Run 1, PDN straps and rails:
The bar under the picture is 20 µm long. Pins as bars on the die edge. Tap cells in gray.
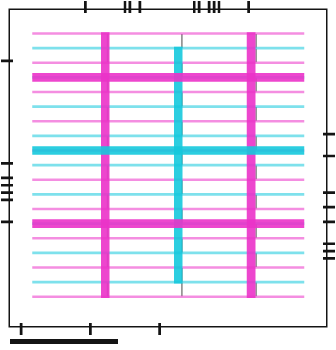
Run 1, cells colored by class:
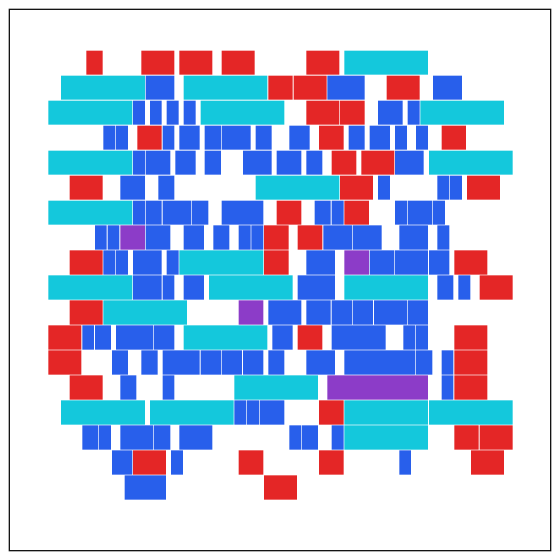
Run 1, clock distribution:
The bar under the picture is 20 µm long.
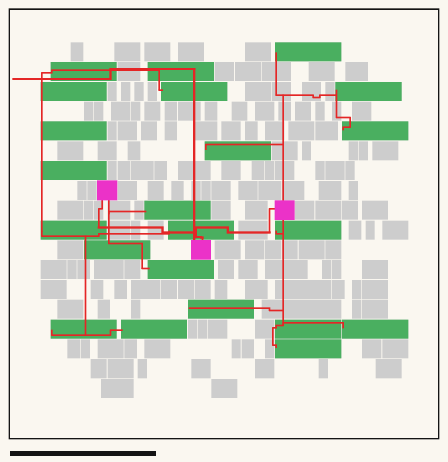
===== config.mk =====
export PLATFORM = sky130hd
export DESIGN_NAME = countdown_timer
export DESIGN_NICKNAME = d
export VERILOG_FILES = /design/src/rtl/countdown_timer.sv
export SDC_FILE = /design/constraint.sdc
export NUM_CORES = 1
export LEC_CHECK = 0
export CORE_MARGIN = 4
export CORE_UTILIZATION = 50
export CTS_CLUSTER_SIZE = 14
export DETAILED_ROUTE_END_ITERATION = 16
export PLACE_DENSITY = 0.78
export REMOVE_ABC_BUFFERS = 1
export SLEW_MARGIN = 20
export SYNTH_ARGS = -nofsm -noshare
export SYNTH_HDL_FRONTEND = slang
export SYNTH_SLANG_ARGS = --single-unit

===== constraint.sdc =====
create_clock -name clk -period 2.3 [get_ports clk]
set_input_delay 0.345 -clock clk [delete_from_list [all_inputs] [get_ports clk]]
set_output_delay 0.345 -clock clk [all_outputs]
set_load 0.02 [all_outputs]

===== src/rtl/countdown_timer.sv =====
// Loadable down-counter with one-shot / periodic terminal-count pulse and a saturating expiry counter.
// Optional freeze input enabled by defining COUNTDOWN_PAUSE_EN.
module countdown_timer #(
    parameter int WIDTH = 8,
    parameter int EXP_W = 4
) (
    input  logic             clk,
    input  logic             rst_n,
    input  logic             start,
    input  logic [WIDTH-1:0] load_val,
    input  logic             auto_reload,
    input  logic             abort,
    input  logic             pause,
    output logic [WIDTH-1:0] count,
    output logic             busy,
    output logic             ready,
    output logic [EXP_W-1:0] exp_cnt
);

    typedef enum logic {
        IDLE = 1'b0,
        RUN  = 1'b1
    } state_t;

    state_t           state;
    state_t           state_nxt;
    logic             frozen;
    logic             mode;
    logic [WIDTH-1:0] reload_val;

`ifdef COUNTDOWN_PAUSE_EN
    assign frozen = pause && (state == RUN);
`else
    logic unused_pause;
    assign unused_pause = pause;
    assign frozen       = 1'b0;
`endif

    // Abort outranks a restart, which outranks the terminal-count action.
    always_comb begin
        state_nxt = state;
        busy      = (state == RUN);
        ready     = (state == RUN) && (count == '0) && !frozen;
        if (abort) begin
            state_nxt = IDLE;
        end else if (start) begin
            state_nxt = RUN;
        end else if (ready && !mode) begin
            state_nxt = IDLE;
        end
    end

    always_ff @(posedge clk or negedge rst_n) begin
        if (!rst_n) begin
            state <= IDLE;
        end else begin
            state <= state_nxt;
        end
    end

    always_ff @(posedge clk or negedge rst_n) begin
        if (!rst_n) begin
            count      <= '0;
            reload_val <= '0;
            mode       <= 1'b0;
            exp_cnt    <= '0;
        end else if (abort) begin
            count <= '0;
        end else if (start) begin
            count      <= load_val;
            reload_val <= load_val;
            mode       <= auto_reload;
            exp_cnt    <= '0;
        end else if (ready) begin
            if (exp_cnt != '1) begin
                exp_cnt <= exp_cnt + EXP_W'(1);
            end
            // One-shot expiry leaves count parked at zero.
            if (mode) begin
                count <= reload_val;
            end
        end else if ((state == RUN) && !frozen) begin
            count <= count - WIDTH'(1);
        end
    end

endmodule


==> flow_results.xml, run 1 <==
<?xml version="1.0" encoding="UTF-8"?>
<metrics>
  <group name="grt">
    <metric name="grt_use_total" unit="">0.216</metric>
    <metric name="grt_start_max_net_pins" unit="">23</metric>
    <metric name="antenna_violations_before_repair" unit="">0</metric>
    <metric name="via_count_of_the_first_global_routing_pass" unit="">1230</metric>
    <metric name="overflow" unit="">0</metric>
    <metric name="grt_first_pass_wirelength" unit="mm">5.60</metric>
  </group>
  <group name="worst_setup_path">
    <metric name="setup.reg_to_reg.worst_slack" unit="ns">0.28</metric>
    <metric name="cp_data_arrival_time" unit="ns">1.76</metric>
    <metric name="critical-path-slowest-cell" unit="">or4_4</metric>
    <metric name="crit_path_cell_trace" unit="">or4_4, or2_1, inv_1, clkbuf_2</metric>
    <metric name="critical_path.max_fanout" unit="">2</metric>
    <metric name="critPathRequiredTime" unit="ns">1.96</metric>
    <metric name="critical_path.startpoint_type" unit="">flop</metric>
    <metric name="timing.rr.start" unit="">count[3]$_DFFE_PN0P_</metric>
    <metric name="largest_stage_delay_worst_path" unit="ns">0.54</metric>
    <metric name="criticalPathCategory" unit="">reg -&gt; out</metric>
    <metric name="r2r_cells" unit="">5</metric>
    <metric name="worst_setup_path_end_kind" unit="">output port</metric>
    <metric name="cp_top_family" unit="">simple AND/OR/NAND/NOR gates</metric>
    <metric name="reg2reg_to" unit="">count[0]$_DFFE_PN0P_</metric>
    <metric name="cp.buffers_inverters" unit="">2</metric>
  </group>
  <group name="synthesis">
    <metric name="yosys_cells" unit="">142</metric>
    <metric name="synthDominantCellAreaShare" unit="">0.427</metric>
    <metric name="yosys.cell_types.count" unit="">45</metric>
    <metric name="synth_chip_area" unit="µm²">1290</metric>
    <metric name="top_cells_by_area" unit="">dfrtp_1, nand2_1, nor3_1</metric>
    <metric name="synthesis.area" unit="µm²">1290</metric>
    <metric name="synthesis.instances" unit="">142</metric>
    <metric name="part_of_the_yosys_area_used_for_sequential_elements" unit="">0.427</metric>
    <metric name="largest_area_cell" unit="">dfrtp_1</metric>
    <metric name="edf_count" unit="">0</metric>
    <metric name="yosysWarningCount" unit="">0</metric>
    <metric name="syn_avg_cell_area" unit="µm²">9.08</metric>
    <metric name="synthFlopType" unit="">dfrtp_1</metric>
    <metric name="asyncSetResetFlopFracSynth" unit="">1.00</metric>
    <metric name="ys.flops" unit="">22</metric>
  </group>
  <group name="clock_network">
    <metric name="post-cts-setup-buffer-count" unit="">0</metric>
    <metric name="clk_pin_slew_worst_paths" unit="ns">0.13</metric>
    <metric name="cts-root-to-sink-buffers" unit="">2</metric>
    <metric name="cts_inserted_buffers" unit="">3</metric>
    <metric name="cts-root-buf" unit="">clkbuf_4</metric>
    <metric name="clkSinkCount" unit="">22</metric>
    <metric name="deepest_level_of_the_cts_h_tree" unit="">1</metric>
    <metric name="ctsHoldBuffers" unit="">0</metric>
    <metric name="cts_tree" unit="">built</metric>
  </group>
  <group name="route">
    <metric name="drt-initial-drc-count" unit="">45</metric>
    <metric name="route.antenna.remaining_nets" unit="">0</metric>
    <metric name="viasPerCell" unit="">5.87</metric>
    <metric name="drtPass1Iterations" unit="">6</metric>
    <metric name="detail_route.wl_per_cell" unit="µm">16.4</metric>
    <metric name="vias" unit="">1232</metric>
    <metric name="drt-total-wl" unit="mm">3.44</metric>
    <metric name="drcViolationCount" unit="">0</metric>
  </group>
  <group name="power">
    <metric name="power-per-cell-area" unit="nW/µm²">729</metric>
    <metric name="total_leakage_power" unit="nW">0.771</metric>
  </group>
  <group name="sta">
    <metric name="fin_setup_tns" unit="ns">0</metric>
    <metric name="period_minus_slack" unit="ns">2.11</metric>
    <metric name="tightest_slew" unit="ns">0.486</metric>
    <metric name="max_slew_margin" unit="">0.674</metric>
    <metric name="finalCritPeriodShare" unit="">0.917</metric>
    <metric name="timing.fmax" unit="GHz">0.474</metric>
    <metric name="rsz0062_at_grt" unit="">no</metric>
    <metric name="report.final.hold_viol_count" unit="">0</metric>
    <metric name="setup_viol" unit="">0</metric>
    <metric name="final-max-slew-violation-count" unit="">0</metric>
  </group>
  <group name="layout">
    <metric name="nNetsFinal" unit="">197</metric>
    <metric name="post_route_cells_drive_above_1_share" unit="">0.156</metric>
    <metric name="antenna_cells" unit="">0</metric>
    <metric name="syn_to_final_growth" unit="%">32.6</metric>
  </group>
  <group name="die">
    <metric name="io-pin-count" unit="">28</metric>
    <metric name="chip_area" unit="µm²">3450</metric>
    <metric name="floorplan.initialDensity" unit="">0.520</metric>
    <metric name="placementRows" unit="">18</metric>
  </group>
  <group name="placed_design">
    <metric name="detailed_place_hpwl" unit="mm">2.50</metric>
    <metric name="placed_cell_area" unit="µm²">1660</metric>
    <metric name="place.port_buffers" unit="">26</metric>
    <metric name="routabilityCongestion" unit="">0.867</metric>
  </group>
  <group name="job">
    <metric name="tool_warnings" unit="">26</metric>
    <metric name="timing.max_cap.violations" unit="">0</metric>
  </group>
  <group name="min_path">
    <metric name="min-delay-path-class" unit="">in -&gt; async</metric>
  </group>
  <group name="status">
    <metric name="status" unit="">completed</metric>
  </group>
</metrics>
-- 'PDN straps and rails' (at the start) --
| net | color |
|---|---|
| VSS | magenta |
| VDD | cyan |
signal pins: 28
tap cells: 30
rows: 18
chip width: 58.8 µm
VDD IR max: 513 µV

-- 'cells colored by class' (at the start) --
| class | color | cells | share of their area |
|---|---|---|---|
| remaining buffers and delay cells | red | 42 | 22% |
| remaining logic cells | blue | 112 | 41% |
| clock drivers and dummy loads | purple | 4 | 3.1% |
| registers | cyan | 22 | 33% |
Floorplan Core Area: 2480 µm²
post-route cell area: 1710 µm²

-- 'clock distribution' (at the start) --
[flip-flops] green | count: 22
[clock wires] red | length: 291 µm
[clock-net drivers] magenta | count: 3
routed clock nets: 4
clock share of power: 0.243
Latency at later pin: 0.32 ns
worst clock skew: 0.00223 ns
Clock group: 304 µW

-- run 1: state kept, by name (all words and copies together) (netlist names) --
name,cells
count,8
exp_cnt,4
reload_val,8
mode,1
busy,1
-- run 1: what timing repair did --
action | 4_1_cts | 5_1_grt
cloned | 0 | 0
endpoints found under the setup margin | 1 | 1
resized | 1 | 2
-- run 1: where the power goes --
part	total, mW	switching, mW	leakage (nW)	internal (mW)
combinational	0.457	0.238	0.462	0.219
clock	0.304	0.127	0.0279	0.176
sequential	0.486	0.0462	0.281	0.439
-- run 1: cells in the final DEF, fill, tap and decap left out, types with 2 or more instances in the layout --
cell type        synthesis  layout
a21oi_1                  2       2
o31ai_1                  2       2
inv_1                    5       5
xor2_1                   2       2
o211ai_1                 3       3
clkbuf_4                 0       3
nor3_1                  11      11
clkdlybuf4s50_1          0      25
nand2b_1                 2       2
mux2i_1                  3       3
nand2_1                 31      31
o21ai_0                  5       5
dfrtp_1                 22      22
nor2_1                   5       5
ha_1                     2       2
a31oi_1                  5       5
buf_4                    0      16
a2bb2oi_1                3       3
nor2b_1                  4       4
-- run 1: cell type report --
cell class                 instances  area (µm²)
fill                             203         768
multi-input combinational        107         674
sequential                        22         551
timing repair buffer              42         375
tap                               30        37.5
clock inverter                     1        30.0
clock buffer                       3        22.5
inverter                           5        18.8
-- run 1: layer usage --
layer  part of all wire  up-vias  track usage
li1                   -      591            -
met1               0.44      591        0.269
met2               0.47       38        0.352
met3              0.062       12       0.0504
met4              0.025        0        0.100
met5                  0        -            0
-- run 1: cell families (layout without fill, tap and decap cells) --
kind of cell / Yosys count / after routing / synth area share
mux: 3 / 3 / 0.0233
buf+inv: 13 / 51 / 0.0495
fa+ha+maj: 2 / 2 / 0.0194
simple gates: 63 / 63 / 0.237
flops: 22 / 22 / 0.427
compound gates: 36 / 36 / 0.223
xor+xnor: 3 / 3 / 0.0204
-- run 1: synth_stat cells (2+ instances only) --
cell type	n
mux2i_1	3
xor2_1	2
nand2_1	31
a2bb2oi_1	3
buf_6	2
nor3_1	11
nor2_1	5
a31oi_1	5
o31ai_1	2
nor2b_1	4
dfrtp_1	22
inv_1	5
ha_1	2
a21oi_1	2
nand2b_1	2
o21ai_0	5
clkbuf_1	6
o211ai_1	3
-- run 1: per-stage QoR --
stage / power (mW) / util / setup WS [ns] / hold slack, ns / std cells
finish: 1.25 / 0.690 / 0.192 / 0.365 / 210
global route: 1.32 / 0.690 / 0.127 / 0.361 / 210
CTS: 1.25 / 0.691 / 0.0271 / 0.373 / 210
detailed placement: 0.946 / 0.671 / 0.130 / 0.470 / 206
global placement: 0.930 / 0.671 / 0.155 / 0.455 / 206
floorplan: 0.732 / - / 0.316 / 0.0494 / 134
-- run 1: how the worst max path moves through the flow --
stage	from	cells past startpoint	slack, ns	endpoint
6_report	count[3]$_DFFE_PN0P_	4	0.19	ready
5_1_grt	count[3]$_DFFE_PN0P_	4	0.13	ready
4_1_cts	count[3]$_DFFE_PN0P_	4	0.03	ready
3_5_place_dp	count[3]$_DFFE_PN0P_	4	0.13	ready
3_3_place_gp	count[3]$_DFFE_PN0P_	4	0.15	ready
2_1_floorplan	count[3]$_DFFE_PN0P_	4	0.32	count[7]$_DFFE_PN0P_
==> run 1 -> run 2 <==
--- a/config.mk
+++ b/config.mk
@@ -5,7 +5,7 @@
 export SDC_FILE = /design/constraint.sdc
 export NUM_CORES = 1
 export LEC_CHECK = 0
-export CORE_MARGIN = 4
+export CORE_MARGIN = 2
 export CORE_UTILIZATION = 50
 export CTS_CLUSTER_SIZE = 14
 export DETAILED_ROUTE_END_ITERATION = 16
==> flow_results.xml, run 2 <==
<?xml version="1.0" encoding="UTF-8"?>
<metrics>
  <group name="clock_network">
    <metric name="cts_inserted_buffers" unit="">3</metric>
    <metric name="clkSinkCount" unit="">22</metric>
    <metric name="post-cts-setup-buffer-count" unit="">0</metric>
    <metric name="clk_pin_slew_worst_paths" unit="ns">0.13</metric>
    <metric name="cts_tree" unit="">built</metric>
    <metric name="deepest_level_of_the_cts_h_tree" unit="">1</metric>
    <metric name="cts-root-to-sink-buffers" unit="">2</metric>
    <metric name="worst_skew_pair.late_latency" unit="ns">0.33</metric>
    <metric name="cts-root-buf" unit="">clkbuf_4</metric>
  </group>
  <group name="worst_setup_path">
    <metric name="critical-path-slowest-cell" unit="">or4_4</metric>
    <metric name="criticalPathCategory" unit="">reg -&gt; out</metric>
    <metric name="cp_data_arrival_time" unit="ns">1.76</metric>
    <metric name="worst_setup_path_end_kind" unit="">output port</metric>
    <metric name="cp_top_family" unit="">simple AND/OR/NAND/NOR gates</metric>
    <metric name="timing.rr.start" unit="">count[3]$_DFFE_PN0P_</metric>
    <metric name="critical_path_start" unit="">count[3]$_DFFE_PN0P_</metric>
    <metric name="critPathRequiredTime" unit="ns">1.96</metric>
    <metric name="largest_stage_delay_worst_path" unit="ns">0.53</metric>
    <metric name="critical_path.max_fanout" unit="">2</metric>
    <metric name="crit_path_cell_trace" unit="">or4_4, or2_1, inv_1, clkbuf_2</metric>
    <metric name="cp.buffers_inverters" unit="">2</metric>
  </group>
  <group name="sta">
    <metric name="fin_worst_skew" unit="ns">0.00714</metric>
    <metric name="rsz0062_at_grt" unit="">no</metric>
    <metric name="finalHoldWorstSlack" unit="ns">0.340</metric>
    <metric name="fin_setup_tns" unit="ns">0</metric>
    <metric name="final-max-slew-violation-count" unit="">0</metric>
    <metric name="tightest_slew" unit="ns">0.445</metric>
    <metric name="report.final.hold_viol_count" unit="">0</metric>
    <metric name="period_minus_slack" unit="ns">2.11</metric>
    <metric name="setup_viol" unit="">0</metric>
    <metric name="max_slew_margin" unit="">0.702</metric>
    <metric name="finalCritPeriodShare" unit="">0.916</metric>
  </group>
  <group name="layout">
    <metric name="nNetsFinal" unit="">196</metric>
    <metric name="top_layout_cells" unit="">nand2_1, clkdlybuf4s50_1, dfrtp_1</metric>
    <metric name="area.sequential" unit="µm²">551</metric>
    <metric name="final_layout_top_logic_cell" unit="">nand2_1</metric>
    <metric name="multiInputGateArea" unit="µm²">674</metric>
    <metric name="antenna_cells" unit="">0</metric>
    <metric name="syn_to_final_growth" unit="%">30.8</metric>
    <metric name="fillers" unit="">206</metric>
    <metric name="post_route_cells_drive_above_1_share" unit="">0.151</metric>
    <metric name="final_cells" unit="">209</metric>
    <metric name="biggestRegsByFlops" unit="">count (8), reload_val (8), exp_cnt (4)</metric>
  </group>
  <group name="synthesis">
    <metric name="synthFlopType" unit="">dfrtp_1</metric>
    <metric name="ys.flops" unit="">22</metric>
    <metric name="yosysWarningCount" unit="">0</metric>
    <metric name="largest_area_cell" unit="">dfrtp_1</metric>
    <metric name="synthesis.instances" unit="">142</metric>
    <metric name="netlist_top_cells_count" unit="">nand2_1, dfrtp_1, nor3_1</metric>
    <metric name="synthesis.area" unit="µm²">1290</metric>
    <metric name="top_cells_by_area" unit="">dfrtp_1, nand2_1, nor3_1</metric>
    <metric name="part_of_the_yosys_area_used_for_sequential_elements" unit="">0.427</metric>
    <metric name="syn_avg_cell_area" unit="µm²">9.08</metric>
    <metric name="yosys.cell_types.count" unit="">45</metric>
    <metric name="asyncSetResetFlopFracSynth" unit="">1.00</metric>
    <metric name="synth_chip_area" unit="µm²">1290</metric>
    <metric name="yosys_cells" unit="">142</metric>
  </group>
  <group name="grt">
    <metric name="grt_start_max_net_pins" unit="">23</metric>
    <metric name="via_count_of_the_first_global_routing_pass" unit="">1179</metric>
    <metric name="antenna_violations_before_repair" unit="">0</metric>
    <metric name="overflow" unit="">0</metric>
    <metric name="grt_first_pass_wirelength" unit="mm">5.28</metric>
  </group>
  <group name="die">
    <metric name="chip_area" unit="µm²">3000</metric>
    <metric name="floorplan.initialDensity" unit="">0.525</metric>
    <metric name="io-pin-count" unit="">28</metric>
    <metric name="die-width" unit="µm">54.8</metric>
  </group>
  <group name="route">
    <metric name="drcViolationCount" unit="">0</metric>
    <metric name="route.antenna.remaining_nets" unit="">0</metric>
    <metric name="viasPerCell" unit="">5.70</metric>
    <metric name="drt-total-wl" unit="mm">3.10</metric>
    <metric name="vias" unit="">1192</metric>
    <metric name="drt-initial-drc-count" unit="">28</metric>
    <metric name="drtPass1Iterations" unit="">4</metric>
  </group>
  <group name="power">
    <metric name="power-per-cell-area" unit="nW/µm²">687</metric>
    <metric name="total_leakage_power" unit="nW">0.759</metric>
  </group>
  <group name="job">
    <metric name="timing.max_cap.violations" unit="">0</metric>
  </group>
  <group name="placed_design">
    <metric name="routabilityCongestion" unit="">0.862</metric>
    <metric name="number_of_placed_cells_counting_well_taps" unit="">205</metric>
    <metric name="detailed_place_hpwl" unit="mm">2.28</metric>
  </group>
  <group name="status">
    <metric name="status" unit="">completed</metric>
  </group>
  <group name="min_path">
    <metric name="min-delay-path-class" unit="">in -&gt; async</metric>
  </group>
</metrics>
run 2: path summary, 6_finish.rpt:
kind / slack, ns / endpoint / depth (start not counted)
max reg2reg: 0.27 / count[7]$_DFFE_PN0P_ / 5
max: 0.19 / ready / 4
min in group clk: 0.50 / reload_val[4]$_DFFE_PN0P_ / 2
max in group asynchronous: 1.73 / count[7]$_DFFE_PN0P_ / 2
min reg2reg: 0.50 / reload_val[4]$_DFFE_PN0P_ / 2
min: 0.34 / reload_val[6]$_DFFE_PN0P_ / 2
run 2: timing repair:
action                                  4_1_cts  5_1_grt
gates resized                                 1        2
endpoints found under the setup margin        1        1
hold buffers                                  0        0
run 2: final cells by class:
| class | count | area share |
|---|---|---|
| Tap cell | 30 | 0.0223 |
| Timing Repair Buffer | 41 | 0.218 |
| Sequential cell | 22 | 0.327 |
| Inverter | 5 | 0.0111 |
| Clock buffer | 4 | 0.0215 |
| Multi-Input combinational cell | 107 | 0.400 |
run 2: kinds of logic after synthesis:
family                   share of synthesized area
AND/OR/NAND/NOR                              0.237
AND-OR/OR-AND                                0.223
flip-flops                                   0.427
buffers and inverters                       0.0495
XOR/XNOR                                    0.0204
multiplexers                                0.0233
adder cells (fa/ha/maj)                     0.0194
run 2: worst register-to-register path, cell delays in order, from the launching register on:
cell and delay, ns:
dfrtp_1 0.40, or4_4 0.53, buf_4 0.19, o41ai_2 0.34, a21boi_0 0.14, o2bb2a_1 0.31
run 2: stage by stage:
step / power [mW] / worst slack (ns) / util
floorplan: 0.732 / 0.316 / -
global placement: 0.925 / 0.142 / 0.674
detailed placement: 0.939 / 0.136 / 0.674
CTS: 1.16 / 0.0256 / 0.688
global route: 1.23 / 0.139 / 0.687
finish: 1.16 / 0.193 / 0.687
run 2: layer usage:
layer,routed length (µm),vias to the layer above,track usage
met4,51,0,0.108
li1,-,588,-
met2,1480,39,0.417
met5,0,-,0
met3,177,6,0.0492
met1,1390,559,0.325
run 2: power breakdown:
part	switching, mW	total, mW	internal, mW
sequential	0.0485	0.488	0.440
combinational	0.226	0.443	0.217
clock	0.130	0.227	0.0972
total	0.404	1.16	0.754
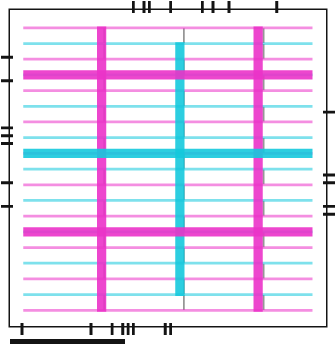
Run 2: PDN straps and rails
The bar under the picture is 20 µm long. Pins as bars on the die edge. Tap cells in gray.
| net | color |
|---|---|
| VDD | cyan |
| VSS | magenta |
rows: 18
met5 straps: 3
met1 rails: 19
VDD IR max: 547 µV
Die Ht: 54.8 µm

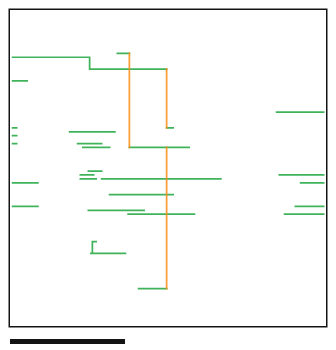
Run 2: wiring by layer
The bar under the picture is 20 µm long. Only two layers are drawn.
| layer | color | wire length |
|---|---|---|
| M3 | green | 178 µm |
| M4 | orange | 51.0 µm |
global routing usage summed across all routing layers: 0.255
average wire per cell in the routed design: 14.8 µm

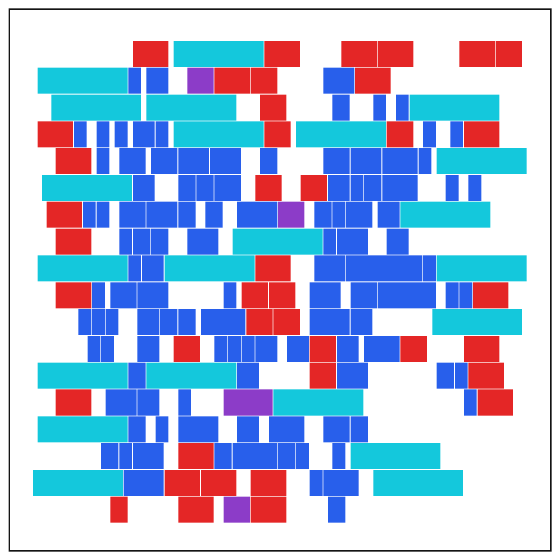
Run 2: cells colored by class
| class | color | cells | share of their area |
|---|---|---|---|
| remaining logic cells | blue | 112 | 42% |
| remaining buffers and delay cells | red | 41 | 22% |
| registers | cyan | 22 | 33% |
| clock drivers and dummy loads | purple | 4 | 2.2% |
post-route cell area: 1690 µm²
register share of the cell area: 0.327
# rows: 18
final core utilization: 0.687
Floorplan Core Area: 2450 µm²

Power figures rest on the tool's default switching activity, not on a simulated workload.
